`config.mk`:
```
export PLATFORM = sky130hd
export DESIGN_NAME = uart_tx_feeder
export DESIGN_NICKNAME = d
export VERILOG_FILES = /design/src/rtl/uart_tx_feeder.sv
export SDC_FILE = /design/constraint.sdc
export NUM_CORES = 1
export LEC_CHECK = 0
export CORE_UTILIZATION = 51
export CTS_CLUSTER_DIAMETER = 150
export CTS_CLUSTER_SIZE = 25
export DETAILED_ROUTE_END_ITERATION = 10
export GPL_ROUTABILITY_DRIVEN = 0
export PLACE_DENSITY = 0.74
export SLEW_MARGIN = 10
export SYNTH_ARGS = -nofsm -noshare
export SYNTH_HDL_FRONTEND = slang
export SYNTH_SLANG_ARGS = --single-unit
```
`constraint.sdc`:
```
create_clock -name clk -period 2.6 [get_ports clk]
set_clock_uncertainty 0.1 [all_clocks]
set_input_delay 0.39 -clock clk [delete_from_list [all_inputs] [get_ports clk]]
set_output_delay 0.39 -clock clk [all_outputs]
set_load 0.01 [all_outputs]
```
`src/rtl/uart_tx_feeder.sv`:
```
// Transmit byte queue feeding the UART transmitter: buffers host bytes, launches one
// per frame with a single-cycle Tx_WR pulse, and reports overflow / no-response errors.
module uart_tx_feeder #(
  parameter int unsigned DEPTH    = 8,
  parameter int unsigned ACK_WAIT = 16
) (
  input  logic                   clk,
  input  logic                   reset,
  input  logic [7:0]             wr_data,
  input  logic                   wr_en,
  input  logic                   clr_err,
  input  logic                   Tx_EN,
  input  logic                   Tx_BUSY,
  output logic [7:0]             Tx_DATA,
  output logic                   Tx_WR,
  output logic                   full,
  output logic                   empty,
  output logic [$clog2(DEPTH):0] count,
  output logic                   ovf_err,
  output logic                   timeout_err
);

  localparam int unsigned PTR_W = $clog2(DEPTH);
  localparam int unsigned CNT_W = PTR_W + 1;
  localparam int unsigned ACK_W = (ACK_WAIT > 1) ? $clog2(ACK_WAIT) : 1;

  typedef enum logic [1:0] {
    IDLE      = 2'd0,
    WAIT_ACK  = 2'd1,
    WAIT_DONE = 2'd2
  } state_e;

  state_e             state_q, state_d;
  logic [PTR_W-1:0]   wr_ptr_q, wr_ptr_d;
  logic [PTR_W-1:0]   rd_ptr_q, rd_ptr_d;
  logic [CNT_W-1:0]   count_q, count_d;
  logic [ACK_W-1:0]   ack_q, ack_d;
  logic [7:0]         tx_data_q, tx_data_d;
  logic               tx_wr_q, tx_wr_d;
  logic               ovf_q, ovf_d;
  logic               timeout_q, timeout_d;
  logic [7:0]         mem_q [DEPTH];
  logic [7:0]         mem_d [DEPTH];

  logic               full_c;
  logic               empty_c;
  logic               push_c;
  logic               launch_c;
  logic               timeout_set_c;

  // Flags come from the registered count, so a push while full is overflow even if
  // a pop happens on the same edge.
  assign full_c  = (count_q == CNT_W'(DEPTH));
  assign empty_c = (count_q == CNT_W'(0));
  assign push_c  = wr_en & ~full_c;

  always_comb begin
    state_d       = state_q;
    wr_ptr_d      = wr_ptr_q;
    rd_ptr_d      = rd_ptr_q;
    ack_d         = ack_q;
    tx_data_d     = tx_data_q;
    tx_wr_d       = 1'b0;
    launch_c      = 1'b0;
    timeout_set_c = 1'b0;

    case (state_q)
      IDLE: begin
        if (!empty_c && Tx_EN && !Tx_BUSY) begin
          launch_c  = 1'b1;
          tx_data_d = mem_q[rd_ptr_q];
          rd_ptr_d  = rd_ptr_q + PTR_W'(1);
          tx_wr_d   = 1'b1;
          ack_d     = '0;
          state_d   = WAIT_ACK;
        end
      end
      WAIT_ACK: begin
        if (Tx_BUSY) begin
          state_d = WAIT_DONE;
        end else if (ack_q == ACK_W'(ACK_WAIT - 1)) begin
          // Byte is abandoned; it is not re-sent.
          timeout_set_c = 1'b1;
          state_d       = IDLE;
        end else begin
          ack_d = ack_q + ACK_W'(1);
        end
      end
      WAIT_DONE: begin
        if (!Tx_BUSY) begin
          state_d = IDLE;
        end
      end
      default: state_d = IDLE;
    endcase

    if (push_c) begin
      wr_ptr_d = wr_ptr_q + PTR_W'(1);
    end
    count_d = count_q + CNT_W'(push_c) - CNT_W'(launch_c);

    // A new error in the same cycle as a clear keeps the flag set.
    ovf_d     = (ovf_q & ~clr_err) | (wr_en & full_c);
    timeout_d = (timeout_q & ~clr_err) | timeout_set_c;
  end

  always_comb begin
    mem_d = mem_q;
    if (push_c) begin
      mem_d[wr_ptr_q] = wr_data;
    end
  end

  always_ff @(posedge clk) begin
    if (!reset) begin
      state_q   <= IDLE;
      wr_ptr_q  <= '0;
      rd_ptr_q  <= '0;
      count_q   <= '0;
      ack_q     <= '0;
      tx_data_q <= 8'h00;
      tx_wr_q   <= 1'b0;
      ovf_q     <= 1'b0;
      timeout_q <= 1'b0;
    end else begin
      state_q   <= state_d;
      wr_ptr_q  <= wr_ptr_d;
      rd_ptr_q  <= rd_ptr_d;
      count_q   <= count_d;
      ack_q     <= ack_d;
      tx_data_q <= tx_data_d;
      tx_wr_q   <= tx_wr_d;
      ovf_q     <= ovf_d;
      timeout_q <= timeout_d;
    end
  end

  // Storage needs no reset; entries are only read after being written.
  always_ff @(posedge clk) begin
    mem_q <= mem_d;
  end

  assign Tx_DATA     = tx_data_q;
  assign Tx_WR       = tx_wr_q;
  assign full        = full_c;
  assign empty       = empty_c;
  assign count       = count_q;
  assign ovf_err     = ovf_q;
  assign timeout_err = timeout_q;

endmodule

```
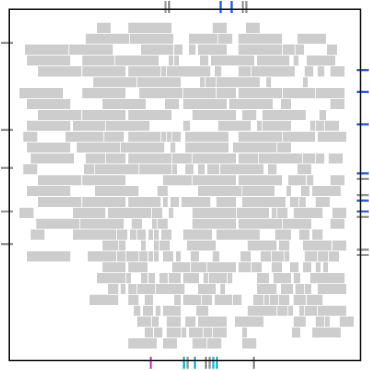
run_1/pinout.png
(4 px per um) Pins as bars across the die edge, other pins in gray.
color	port	pins	direction	edge
cyan	count	4	output	bottom
magenta	wr_en	1	input	bottom
blue	Tx_DATA	8	output	6 right, 2 top
all pins by edge	11 right, 9 bottom, 6 top, 5 left

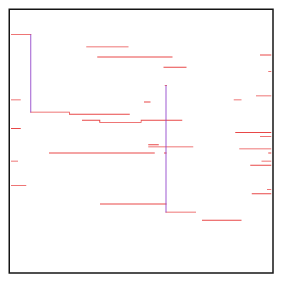
run_1/layers.png
(3 px per um) Only two layers are drawn.
color	layer	wire length
red	M3	288 um
purple	M4	68.0 um

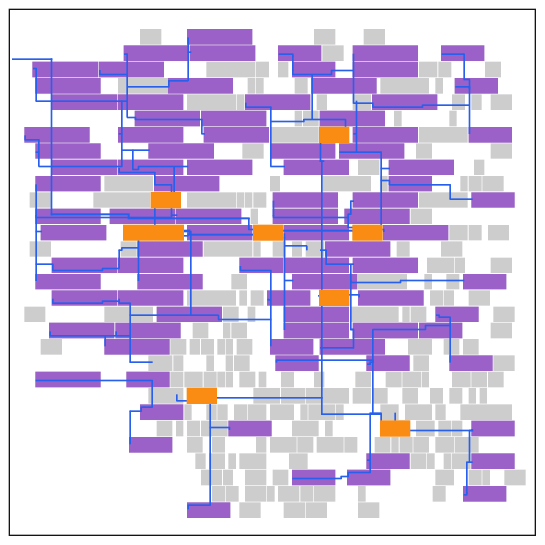
run_1/clock_wires.png
(6 px per um)
[purple] flip-flops | count: 91
[orange] clock-net drivers | count: 9
[blue] clock wires | length: 955 um
flops lie	widely spread
routed clock nets	10

==> impl_metrics.tcl, run 1 <==
# metrics dict for downstream scripts
set metrics [dict create \
    status "finished clean" \
    power_sequential_uw 1740 \
    p_comb_uw 851 \
    async_flop_share_pct 0 \
    lay_top_cells "64 x edfxtp_1, 30 x clkdlybuf4s50_1, 27 x dfxtp_1" \
    groute.usage.overall_pct 19.16 \
    fin_util_pct 63.53 \
    p_switching_uw 1000 \
    worstPathArrival_ps 2020 \
    ys_top_cells_by_count "64 x edfxtp_1, 27 x dfxtp_1, 23 x nand2_1" \
    p_per_area_nw_per_um2 798.0 \
    wl_met2_mm 3.157 \
    nFillCells 533 \
    top_cell_area_share_pct 51.63 \
    holdWs_ps 407.3 \
    hold_viol 0 \
    first_global_vias 2032 \
    die-area_um2 7644 \
    place_hpwl_mm 4.189 \
    postCtsHoldBufs 0 \
    clockRootBuffer "clkbuf_8" \
    insertion_delay_ps 350 \
    num_io_pins 31 \
    worstSetupStartpointType "flip-flop" \
    hold_path.startpoint "wr_ptr_q[0]$_SDFFE_PN0P_" \
    synth-edff-count 64 \
    synth_area_leader_cell "edfxtp_1" \
    grt_overflow 0 \
    p_int_uw 2501 \
    p_leak_uw 0.001523 \
    dr.max_layer_used "met4" \
    die_w_um 87.43 \
    syn_avg_cell_area_um2 15.26 \
    tool_warnings 27 \
    ys_area_um2 3722 \
    pwr-share-seq_pct 49.7 \
    routed_wl_mm 6.553 \
    max_cap_violations 0 \
    worstSetupEndpoint "empty" \
    timing.rr.start "count[2]$_SDFF_PN0_" \
    slowest_delay_ps 520 \
    clock-sinks 91 \
    max_freq_mhz 398.5 \
    cts_tree "yes" \
    coreArea_um2 6907 \
    syn_inst 244 \
    hold_depth 2 \
    cp_cell_sequence "inv_1 -> ha_1 -> or3b_4 -> buf_4 -> inv_1 -> clkdlybuf4s50_1" \
    crit_type "flip-flop to output port" \
    r2r_slack_ps 150 \
    synth_flop_count 91 \
    fp.dieH_um 87.43 \
    vias 2089 \
    worstMarginPinSlew_ps 714.5 \
    layout-drive-gt1-share_pct 18.92 \
    met2_usage_pct 30.54 \
    busiest_layer "met2" \
    netlist_area_um2 3722 \
    yosysSeqAreaShare_pct 66.15 \
    clock_path_buffers 2 \
    h-tree-depth 3 \
    vdd_ir_drop_max_mv 0.5112 \
    fin_area_um2 4388 \
    maxSlewHeadroom_pct 52.21 \
    n_antenna_cell 0 \
    ff_type "edfxtp_1" \
    post_cts_buffers 0 \
    endpoint_kind "output port" \
    grt_max_degree 22 \
    num_rows 30 \
    startpoint "count[2]$_SDFF_PN0_" \
    combGateArea_um2 1151 \
    path_depth 6 \
    antenna_found_initial 0 \
    syn_nets 268 \
    layout_top_cell "edfxtp_1" \
    numCtsBuffers 9 \
    fin_tns_setup_ps 0 \
    largest_reg_flops 64 \
    ys_types 48 \
    route.met3.wl_um 287 \
    ys_cells 244 \
    met3_usage_pct 4.360 \
    pg_clk_uw 910 \
    min_period_ps 2510 \
    nets 315 \
    wl_per_cell_um 16.72 \
    numPortBuffers 30 \
    ant_nets 0 \
    met1_length_mm 3.039 \
    maxPowerGroup "sequential cells" \
    place_area_um2 4190 \
    top_cells_by_area "edfxtp_1 52%, dfxtp_1 15%, mux4_2 9.1%, ha_1 3.0%, nand2_1 2.3%" \
    clk_pin_slew_ps 100 \
    rsz0062_at_grt "no" \
    required_ps 2110 \
    holdPathEnd "wr_ptr_q[0]$_SDFFE_PN0P_" \
    ys_warn_count 0 \
    drtPass1Iterations 6 \
    slowest_stage "clkdlybuf4s50_1" \
    yosysMostFrequentCell "edfxtp_1" \
    crit_top_cell "inv_1" \
    drtIter0Drc 115 \
    setup_viol 0 \
    fp_util_pct 53.89 \
    seqCellArea_um2 2462 \
    path_delay_family "buffers and inverters" \
    hp-class "flip-flop to flip-flop" \
    power_frac_comb_pct 24.3 \
    r2r_end "count[2]$_SDFF_PN0_" \
    finalCritPeriodShare_pct 96.53 \
    area.growth.synth_to_final_pct 17.88 \
    drc_errors 0 \
    viasPerCell 5.329 \
    crit_path_max_fanout 4 \
    clkPwrFrac_pct 26.0 \
    grt_pass1_wl_mm 10.55 \
    path_buffers 4 \
    p_total_uw 3502 \
    regMostFlops "mem_q" \
    cts-resized-gates 0 \
    maxSlewViolCount 0 \
    p_sw_share_pct 28.56 \
    reg2regPathDepth 10 \
]
-- run 1: cell families after synthesis --
kind of cell | synth area share [%]
muxes | 10.05
xor gates and xnor gates | 1.412
AOI/OAI and AO/OA | 5.277
DFF | 66.15
buffers and inverters | 3.059
adders and majority gates | 3.563
and+or+nand+nor | 10.49
-- run 1: cell type report --
cell class,instances,area share (%)
sequential,91,56.12
inverter,9,0.7699
tap,96,2.737
clock inverter,7,1.568
clock buffer,9,2.823
multi-input combinational,133,26.23
timing repair buffer,47,9.752
-- run 1: through the flow --
stage | setup slack (ps) | instances
3_5_place_dp | 2.496 | 376
5_1_grt | 13.90 | 392
2_1_floorplan | 17.31 | 244
4_1_cts | 40.44 | 392
6_report | 90.34 | 392
3_3_place_gp | 63.66 | 376
## Run 2: what changed since run 1
- CTS_CLUSTER_SIZE: 25 -> 10
==> run 2 against run 1 <==
Against the previous run: fmax did not move; routed wire length did not move; area after synthesis did not move; first-iteration DRC count did not move; cell count did not move.
==> impl_metrics.tcl, run 2 <==
# metrics dict for downstream scripts
set metrics [dict create \
    clock_path_buffers 2 \
    setup_ws_ps 90.34 \
    syn_nets 268 \
    p_per_area_nw_per_um2 798.0 \
    drtIter0Drc 115 \
    endpoint_kind "output port" \
    reg2regPathDepth 10 \
    max_freq_mhz 398.5 \
    stdcell_count 392 \
    p_leak_uw 0.001523 \
    netlist_area_um2 3722 \
    hp-class "flip-flop to flip-flop" \
    first_global_vias 2032 \
    synth_area_leader_cell "edfxtp_1" \
    p_sw_share_pct 28.56 \
    p_total_uw 3502 \
    vias 2089 \
    antenna_found_initial 0 \
    route.met3.wl_um 287 \
    syn_inst 244 \
    setup_viol 0 \
    aoi_share_pct 5.277 \
    hold_depth 2 \
    synth-edff-count 64 \
    r2r_end "count[2]$_SDFF_PN0_" \
    power_frac_comb_pct 24.3 \
    nets 315 \
    viasPerCell 5.329 \
    ys_cells 244 \
    grt_max_degree 22 \
    worstSetupStartpointType "flip-flop" \
    met1_length_mm 3.039 \
    top_cells_by_area "edfxtp_1 52%, dfxtp_1 15%, mux4_2 9.1%, ha_1 3.0%, nand2_1 2.3%" \
    wl_met2_mm 3.157 \
    clockRootBuffer "clkbuf_8" \
    tool_warnings 27 \
    drtPass1Iterations 6 \
    async_flop_share_pct 0 \
    ys_area_um2 3722 \
    h-tree-depth 3 \
    hold_viol 0 \
    regMostFlops "mem_q" \
    ys_types 48 \
    ff_type "edfxtp_1" \
    timing.rr.start "count[2]$_SDFF_PN0_" \
    syn_avg_cell_area_um2 15.26 \
    layout_top_cell "edfxtp_1" \
    min_period_ps 2510 \
    startpoint "count[2]$_SDFF_PN0_" \
    ys_warn_count 0 \
    p_comb_uw 851 \
    synth.logic.top_family "simple AND/OR/NAND/NOR gates" \
    area.growth.synth_to_final_pct 17.88 \
    rsz0062_at_grt "no" \
    vdd_ir_drop_max_mv 0.5112 \
    required_ps 2110 \
    grt_pass1_wl_mm 10.55 \
    ys_sh_xor_pct 1.412 \
    worstMarginPinSlew_ps 714.5 \
    ys_top_cells_by_count "64 x edfxtp_1, 27 x dfxtp_1, 23 x nand2_1" \
    post_cts_buffers 0 \
    fp.dieH_um 87.43 \
    clk_pin_slew_ps 100 \
    wl_per_cell_um 16.72 \
    r2r_slack_ps 150 \
    cts_tree "yes" \
    mux_area_share_pct 10.05 \
    fin_util_pct 63.53 \
    busiest_layer "met2" \
    cts-resized-gates 0 \
    status "finished clean" \
    num_io_pins 31 \
    synth_flop_count 91 \
    top_cell_area_share_pct 51.63 \
    adder_share_pct 3.563 \
    crit_type "flip-flop to output port" \
    p_switching_uw 1000 \
    holdWs_ps 407.3 \
    fin_tns_setup_ps 0 \
    place_ws_ps 2.496 \
]
==> run 2: how the worst max path moves through the flow <==
| stage | endpoint | slack [ps] |
|---|---|---|
| floorplan | count[2]$_SDFF_PN0_ | 20 |
| global placement | count[2]$_SDFF_PN0_ | 60 |
| detailed placement | count[2]$_SDFF_PN0_ | 2 |
| CTS | full | 40 |
| global route | empty | 10 |
| finish | empty | 90 |
==> run 2: final cells by class <==
type,instances,area [um2]
sequential,91,2462
inverter,9,33.78
timing repair buffer,47,427.9
clock inverter,7,68.82
tap,96,120.1
clock buffer,9,123.9
fill,533,2519
multi-input combinational,133,1151
==> run 2: worst max-delay path: stages (launching register included) <==
cell and delay (ps):
dfxtp_1 330, inv_1 100, ha_1 140, or3b_4 370
buf_4 160, inv_1 50, clkdlybuf4s50_1 520
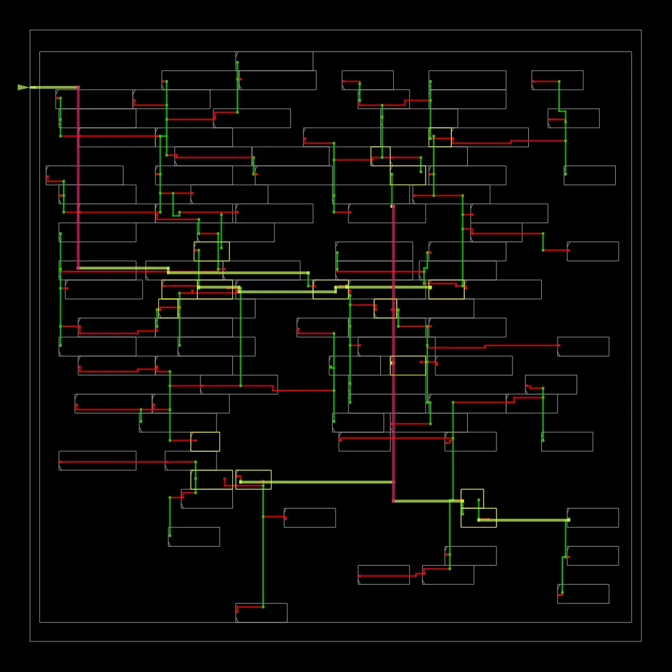
run_2/clock_nets.png
clk pwr: 910 uW
worst skew pair latency: 350 ps
Sink Count: 91
registers: 91
number of clock buffers in the layout: 9

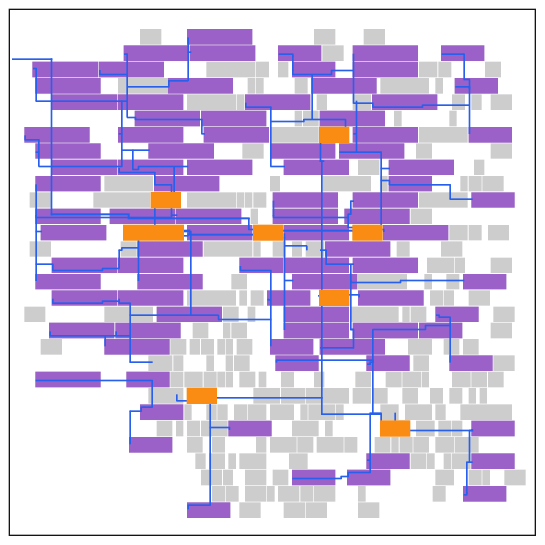
run_2/clock_wires.png
(6 px per um)
[blue] clock wires | length: 955 um
[orange] clock-net drivers | count: 9
[purple] flip-flops | count: 91
flops lie	widely spread
routed clock nets	10

Power is estimated from default activity; no workload was simulated.
